$ cat config.mk
export PLATFORM = sky130hd
export DESIGN_NAME = rf_debug_dumper_flat
export DESIGN_NICKNAME = d
export VERILOG_FILES = /design/src/rtl/rf_debug_dumper_pkg.sv /design/src/rtl/rf_debug_dumper_if.sv /design/src/rtl/rf_debug_dumper.sv /design/src/flat_wrapper.sv
export SDC_FILE = /design/constraint.sdc
export NUM_CORES = 1
export LEC_CHECK = 0
export CAP_MARGIN = 20
export CORE_ASPECT_RATIO = 0.5
export CORE_MARGIN = 5
export CORE_UTILIZATION = 49
export CTS_BUF_LIST = sky130_fd_sc_hd__clkbuf_4 sky130_fd_sc_hd__clkbuf_8
export CTS_CLUSTER_SIZE = 28
export DETAILED_ROUTE_END_ITERATION = 8
export HOLD_SLACK_MARGIN = 0.02
export PLACE_DENSITY = 0.86
export RECOVER_POWER = 100
export SETUP_SLACK_MARGIN = 0.4
export SLEW_MARGIN = 20
export SYNTH_ARGS = -nofsm -noshare
export SYNTH_HDL_FRONTEND = slang
export SYNTH_SLANG_ARGS = --single-unit
$ cat constraint.sdc
create_clock -name clk -period 2.8 [get_ports clk]
set_input_delay 0.84 -clock clk [delete_from_list [all_inputs] [get_ports clk]]
set_output_delay 0.84 -clock clk [all_outputs]
set_load 0.01 [all_outputs]
$ cat src/rtl/rf_debug_dumper_pkg.sv
// Shared types for the register-file debug dumper: widths, bus aliases and FSM states.
package rf_debug_dumper_pkg;

  localparam int unsigned ADDR_W      = 5;
  localparam int unsigned DATA_W      = 32;
  localparam int unsigned CNT_W       = 6;
  localparam int unsigned RF_NUM_REGS = 32;

  typedef logic [ADDR_W-1:0] logic5;
  typedef logic [DATA_W-1:0] logic32;
  typedef logic [CNT_W-1:0]  cnt_t;

  typedef enum logic [1:0] {
    IDLE = 2'd0,
    READ = 2'd1,
    SEND = 2'd2,
    DONE = 2'd3
  } dump_state_t;

endpackage

$ cat src/rtl/rf_debug_dumper_if.sv
// DebugBus read port plus the outgoing dump beat stream.
interface rf_debug_dumper_if;
  import rf_debug_dumper_pkg::*;

  logic5  rf_ra;
  logic32 rf_rd;
  logic   dump_valid;
  logic   dump_ready;
  logic5  dump_addr;
  logic32 dump_data;

  modport master (
    output rf_ra,
    input  rf_rd,
    output dump_valid,
    input  dump_ready,
    output dump_addr,
    output dump_data
  );

  modport slave (
    input  rf_ra,
    output rf_rd,
    input  dump_valid,
    output dump_ready,
    input  dump_addr,
    input  dump_data
  );

endinterface

$ cat src/rtl/rf_debug_dumper.sv
// Sweeps a register range over the DebugBus read port and streams each value out,
// accumulating an XOR checksum and a beat count.
module rf_debug_dumper
  import rf_debug_dumper_pkg::*;
(
  input  logic               clk,
  input  logic               rst_n,
  input  logic               start,
  input  logic               abort,
  input  logic5              first_reg,
  input  logic5              last_reg,
  rf_debug_dumper_if.master  dbg,
  output logic               busy,
  output logic               done,
  output logic               range_err,
  output logic32             checksum,
  output cnt_t               count
);

  dump_state_t state_q, state_d;
  logic5       idx_q, idx_d;
  logic5       last_q, last_d;
  logic5       rf_ra_q, rf_ra_d;
  logic        dump_valid_q, dump_valid_d;
  logic5       dump_addr_q, dump_addr_d;
  logic32      dump_data_q, dump_data_d;
  logic        busy_q, busy_d;
  logic        done_q, done_d;
  logic        range_err_q, range_err_d;
  logic32      checksum_q, checksum_d;
  cnt_t        count_q, count_d;

  always_ff @(posedge clk or negedge rst_n) begin
    if (!rst_n) begin
      state_q      <= IDLE;
      idx_q        <= '0;
      last_q       <= '0;
      rf_ra_q      <= '0;
      dump_valid_q <= 1'b0;
      dump_addr_q  <= '0;
      dump_data_q  <= '0;
      busy_q       <= 1'b0;
      done_q       <= 1'b0;
      range_err_q  <= 1'b0;
      checksum_q   <= '0;
      count_q      <= '0;
    end else begin
      state_q      <= state_d;
      idx_q        <= idx_d;
      last_q       <= last_d;
      rf_ra_q      <= rf_ra_d;
      dump_valid_q <= dump_valid_d;
      dump_addr_q  <= dump_addr_d;
      dump_data_q  <= dump_data_d;
      busy_q       <= busy_d;
      done_q       <= done_d;
      range_err_q  <= range_err_d;
      checksum_q   <= checksum_d;
      count_q      <= count_d;
    end
  end

  always_comb begin
    state_d      = state_q;
    idx_d        = idx_q;
    last_d       = last_q;
    dump_valid_d = dump_valid_q;
    dump_addr_d  = dump_addr_q;
    dump_data_d  = dump_data_q;
    range_err_d  = range_err_q;
    checksum_d   = checksum_q;
    count_d      = count_q;

    unique case (state_q)
      IDLE: begin
        if (start && !abort) begin
          checksum_d = '0;
          count_d    = '0;
          if (first_reg <= last_reg) begin
            state_d     = READ;
            idx_d       = first_reg;
            last_d      = last_reg;
            range_err_d = 1'b0;
          end else begin
            state_d     = DONE;
            range_err_d = 1'b1;
          end
        end
      end
      READ: begin
        dump_data_d  = dbg.rf_rd;
        dump_addr_d  = idx_q;
        dump_valid_d = 1'b1;
        state_d      = SEND;
      end
      SEND: begin
        if (dump_valid_q && dbg.dump_ready) begin
          checksum_d   = checksum_q ^ dump_data_q;
          count_d      = count_q + CNT_W'(1);
          dump_valid_d = 1'b0;
          // Compare before increment so a range ending at the top register never wraps.
          if (idx_q == last_q) begin
            state_d = DONE;
          end else begin
            idx_d   = idx_q + ADDR_W'(1);
            state_d = READ;
          end
        end
      end
      DONE: begin
        state_d = IDLE;
      end
      default: begin
        state_d = IDLE;
      end
    endcase

    // Abort overrides everything, including a same-cycle handshake.
    if (abort && (state_q != IDLE)) begin
      state_d      = IDLE;
      idx_d        = idx_q;
      dump_valid_d = 1'b0;
      checksum_d   = checksum_q;
      count_d      = count_q;
    end

    busy_d  = (state_d != IDLE);
    done_d  = (state_d == DONE);
    rf_ra_d = ((state_d == READ) || (state_d == SEND)) ? idx_d : '0;
  end

  assign dbg.rf_ra      = rf_ra_q;
  assign dbg.dump_valid = dump_valid_q;
  assign dbg.dump_addr  = dump_addr_q;
  assign dbg.dump_data  = dump_data_q;
  assign busy           = busy_q;
  assign done           = done_q;
  assign range_err      = range_err_q;
  assign checksum       = checksum_q;
  assign count          = count_q;

endmodule

$ cat src/flat_wrapper.sv
// flat-port wrapper written by rule: the top's interface ports become plain ports
module rf_debug_dumper_flat import rf_debug_dumper_pkg::*;
  (clk, rst_n, start, abort, first_reg, last_reg, busy, done, range_err, checksum, count, dbg_rf_ra, dbg_rf_rd, dbg_dump_valid, dbg_dump_ready, dbg_dump_addr, dbg_dump_data);
  rf_debug_dumper_if dbg_i ();
  input  logic clk;
  input  logic rst_n;
  input  logic start;
  input  logic abort;
  input  logic5 first_reg;
  input  logic5 last_reg;
  output logic busy;
  output logic done;
  output logic range_err;
  output logic32 checksum;
  output cnt_t count;
  output wire logic [$bits(dbg_i.rf_ra)-1:0] dbg_rf_ra;
  input wire logic [$bits(dbg_i.rf_rd)-1:0] dbg_rf_rd;
  output wire logic [$bits(dbg_i.dump_valid)-1:0] dbg_dump_valid;
  input wire logic [$bits(dbg_i.dump_ready)-1:0] dbg_dump_ready;
  output wire logic [$bits(dbg_i.dump_addr)-1:0] dbg_dump_addr;
  output wire logic [$bits(dbg_i.dump_data)-1:0] dbg_dump_data;
  assign dbg_rf_ra = dbg_i.rf_ra;
  assign dbg_i.rf_rd = dbg_rf_rd;
  assign dbg_dump_valid = dbg_i.dump_valid;
  assign dbg_i.dump_ready = dbg_dump_ready;
  assign dbg_dump_addr = dbg_i.dump_addr;
  assign dbg_dump_data = dbg_i.dump_data;
  rf_debug_dumper u_core (.clk(clk), .rst_n(rst_n), .start(start), .abort(abort), .first_reg(first_reg), .last_reg(last_reg), .dbg(dbg_i), .busy(busy), .done(done), .range_err(range_err), .checksum(checksum), .count(count));
endmodule
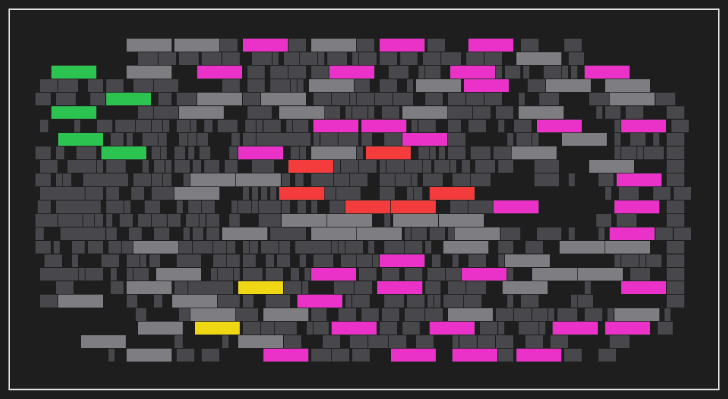
Fig. 1. Sequential cells grouped by signal name.
Key: u_core.count = red [placed flops 6, where middle]; u_core.last_q = green [placed flops 5, where top left]; u_core.state_q = yellow [placed flops 2]; u_core.dbg.dump_data = magenta [placed flops 32]
Another 51 sequential cells are not colored.

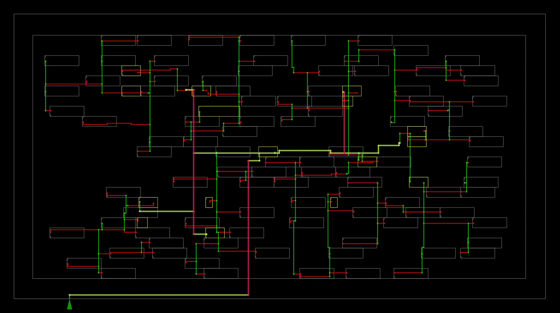
Fig. 2. Clock nets.
Sink Count: 96
clk_buf instances: 11
clock skew: 0.00762 ns
TritonCTS Buffers: 9

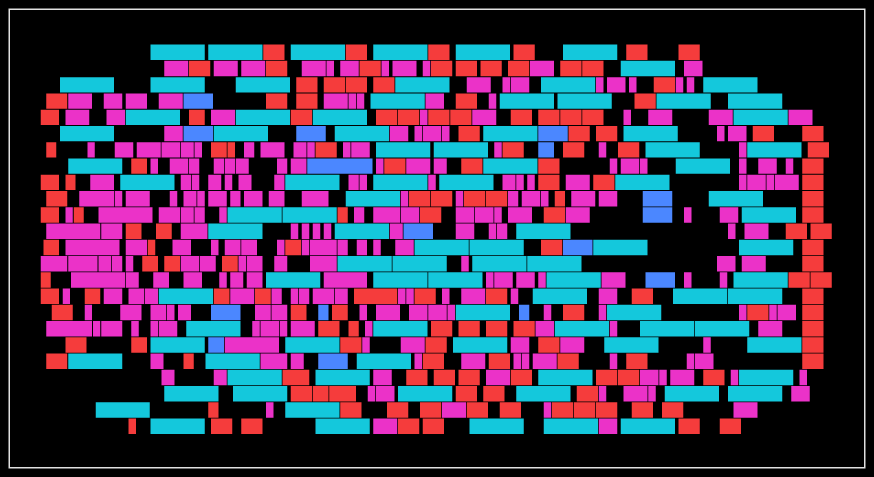
Fig. 3. Placement by cell class.
Key: combinational and other logic = magenta [cells 268, share of their area 33%]; clock drivers and dummy loads = blue [cells 16, share of their area 3.4%]; remaining buffers and delay cells = red [cells 155, share of their area 24%]; sequential cells = cyan [cells 96, share of their area 40%]

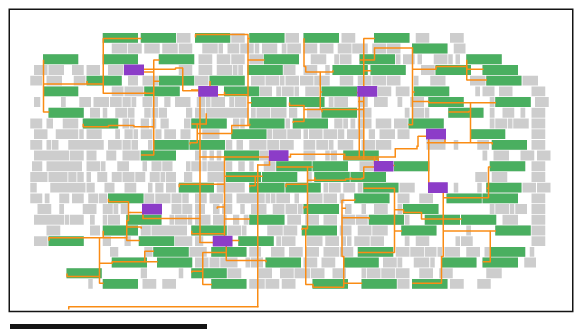
Fig. 4. Clock distribution.
The bar under the picture is 50 um long.
Key: flip-flops = green [count 96]; clock wires = orange [length 1160 um]; clock drivers = purple [count 9]
Position of the flops: spread over the die. There are 10 routed clock nets.

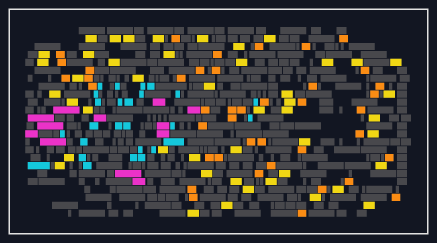
Fig. 5. Selected gate families.
Key: xor and xnor cells = orange [cells 41, most used xor2_1, where spread over the die]; fa/ha/maj cells = magenta [cells 12, most used ha_1, where left middle]; mux cells = yellow [cells 46, most used mux2_2, where spread over the die]; aoi and oai cells = cyan [cells 26, most used a21oi_1, where left middle]

==> reports/qor.tcl <==
set qor(met2_length_um) 5740
set qor(total_grt_usage_pct) 20.9
set qor(crit_path_end) {u_core.dbg.rf_ra[1]}
set qor(die_area_um2) 10900
set qor(finalPower_mw) 6.48
set qor(slew_viol_final) 0
set qor(rr_endpoint) {u_core.dbg.dump_data[13]}
set qor(post_cts_setup_buffers) 3
set qor(drive_gt1_share_pct) 18.9
set qor(synth.distinct_cells) 43
set qor(ctsHtreeMaxLevel) 3
set qor(place.port_buffers) 130
set qor(syn_to_final_growth_pct) 42.8
set qor(startpoint) {first_reg[1]}
set qor(antenna_found_initial) 0
set qor(yosys.stat.seqShare_pct) 55.5
set qor(post_detailed_route_count_of_antenna_violating_nets) 0
set qor(fp_nets) 438
set qor(finalSetupViolations) 0
set qor(holdCritPathClass) {primary input to async pin}
set qor(clk_pin_slew_ns) 0.09
set qor(path_max_fanout) 5
set qor(fin_nets) 589
set qor(cts.repair.resized) 19
set qor(critPathCaptureType) {register}
set qor(vias) 3318
set qor(async_reset_ff_share_pct) 100
set qor(edf_count) 0
set qor(syn_area_um2) 4330
set qor(first_iteration_detailed_routing_drc_count) 154
set qor(groute.layer.met1.usage_pct) 24.9
set qor(design.core.area_um2) 8650
set qor(vdd.ir_drop.worst_v) 0.000466
set qor(grt_max_degree) 51
set qor(via_per_inst) 5.09
set qor(result_of_the_run) {finished clean}
set qor(setup.worst_path.class) {primary input to register}
set qor(i_o_pin_total) 131
set qor(top_signal_layer_used) {met4}
set qor(detailroute.wirelength.met3_um) 393
set qor(grt-busiest-layer) {met2}
set qor(global_route_congestion_overflow_total) 0
set qor(synth_top_area_share_pct) 55.5
set qor(synth.yosys.chip_area_um2) 4330
set qor(instances_no_fill) 652
set qor(core.rowCount) 24
set qor(flops_out_of_synthesis) 96
set qor(final_period_minus_worst_setup_slack_ns) 2.49
set qor(dp_hpwl_um) 7970
set qor(stage_log_warnings) 30
set qor(post-place-cells) 632
set qor(reg2regPathDepth) 4
## worst max-delay path: stages
cell and delay, ns:
sky130_fd_sc_hd__dlygate4sd2_1 0.28, sky130_fd_sc_hd__ha_4 0.28, sky130_fd_sc_hd__nor2b_4 0.15, sky130_fd_sc_hd__o31ai_4 0.07, sky130_fd_sc_hd__a211oi_1 0.36, sky130_fd_sc_hd__o21ai_0 0.19
sky130_fd_sc_hd__o31a_1 0.17, sky130_fd_sc_hd__ha_4 0.29, sky130_fd_sc_hd__and3_4 0.17
## where the power goes
group,leakage (nW),total (mW),switching (mW),internal (mW)
Sequential,1.20,2.45,0.450,2.00
Combinational,1.55,3.10,1.48,1.61
Clock,0.101,0.941,0.482,0.459
## logic make-up after synthesis
kind of cell | synth area share, %
buf+inv | 2.95
flops | 55.5
xor+xnor | 8.30
simple gates | 12.2
fa+ha+maj | 3.47
mux | 11.9
compound gates | 5.67
## through the flow
stage	hold slack (ns)	setup WS, ns	utilization (%)
CTS	0.296	0.405	72.1
global route	0.518	0.230	71.5
finish	0.468	0.308	71.5
floorplan	0.501	0.346	-
detailed placement	0.496	-0.423	69.1
global placement	0.491	-0.368	69.1
## flip-flops by register name, indices dropped and copies added (netlist names)
register	count
u_core.last_q	5
u_core.dbg.dump_addr	5
u_core.checksum	32
u_core.range_err	1
u_core.busy	1
u_core.state_q	2
u_core.dbg.dump_data	32
u_core.dbg.dump_valid	1
u_core.idx_q	5
u_core.count	6
u_core.done	1
u_core.dbg.rf_ra	5
## area by class of cell
type,count,area [um2]
clock buffers,11,151
clock inverters,5,55.1
fillers,661,2470
inverters,15,68.8
multi-input cells,253,1900
flip-flops and latches,96,2400
well taps,117,146
repair buffers,155,1460
Power figures rest on the tool's default switching activity, not on a simulated workload.
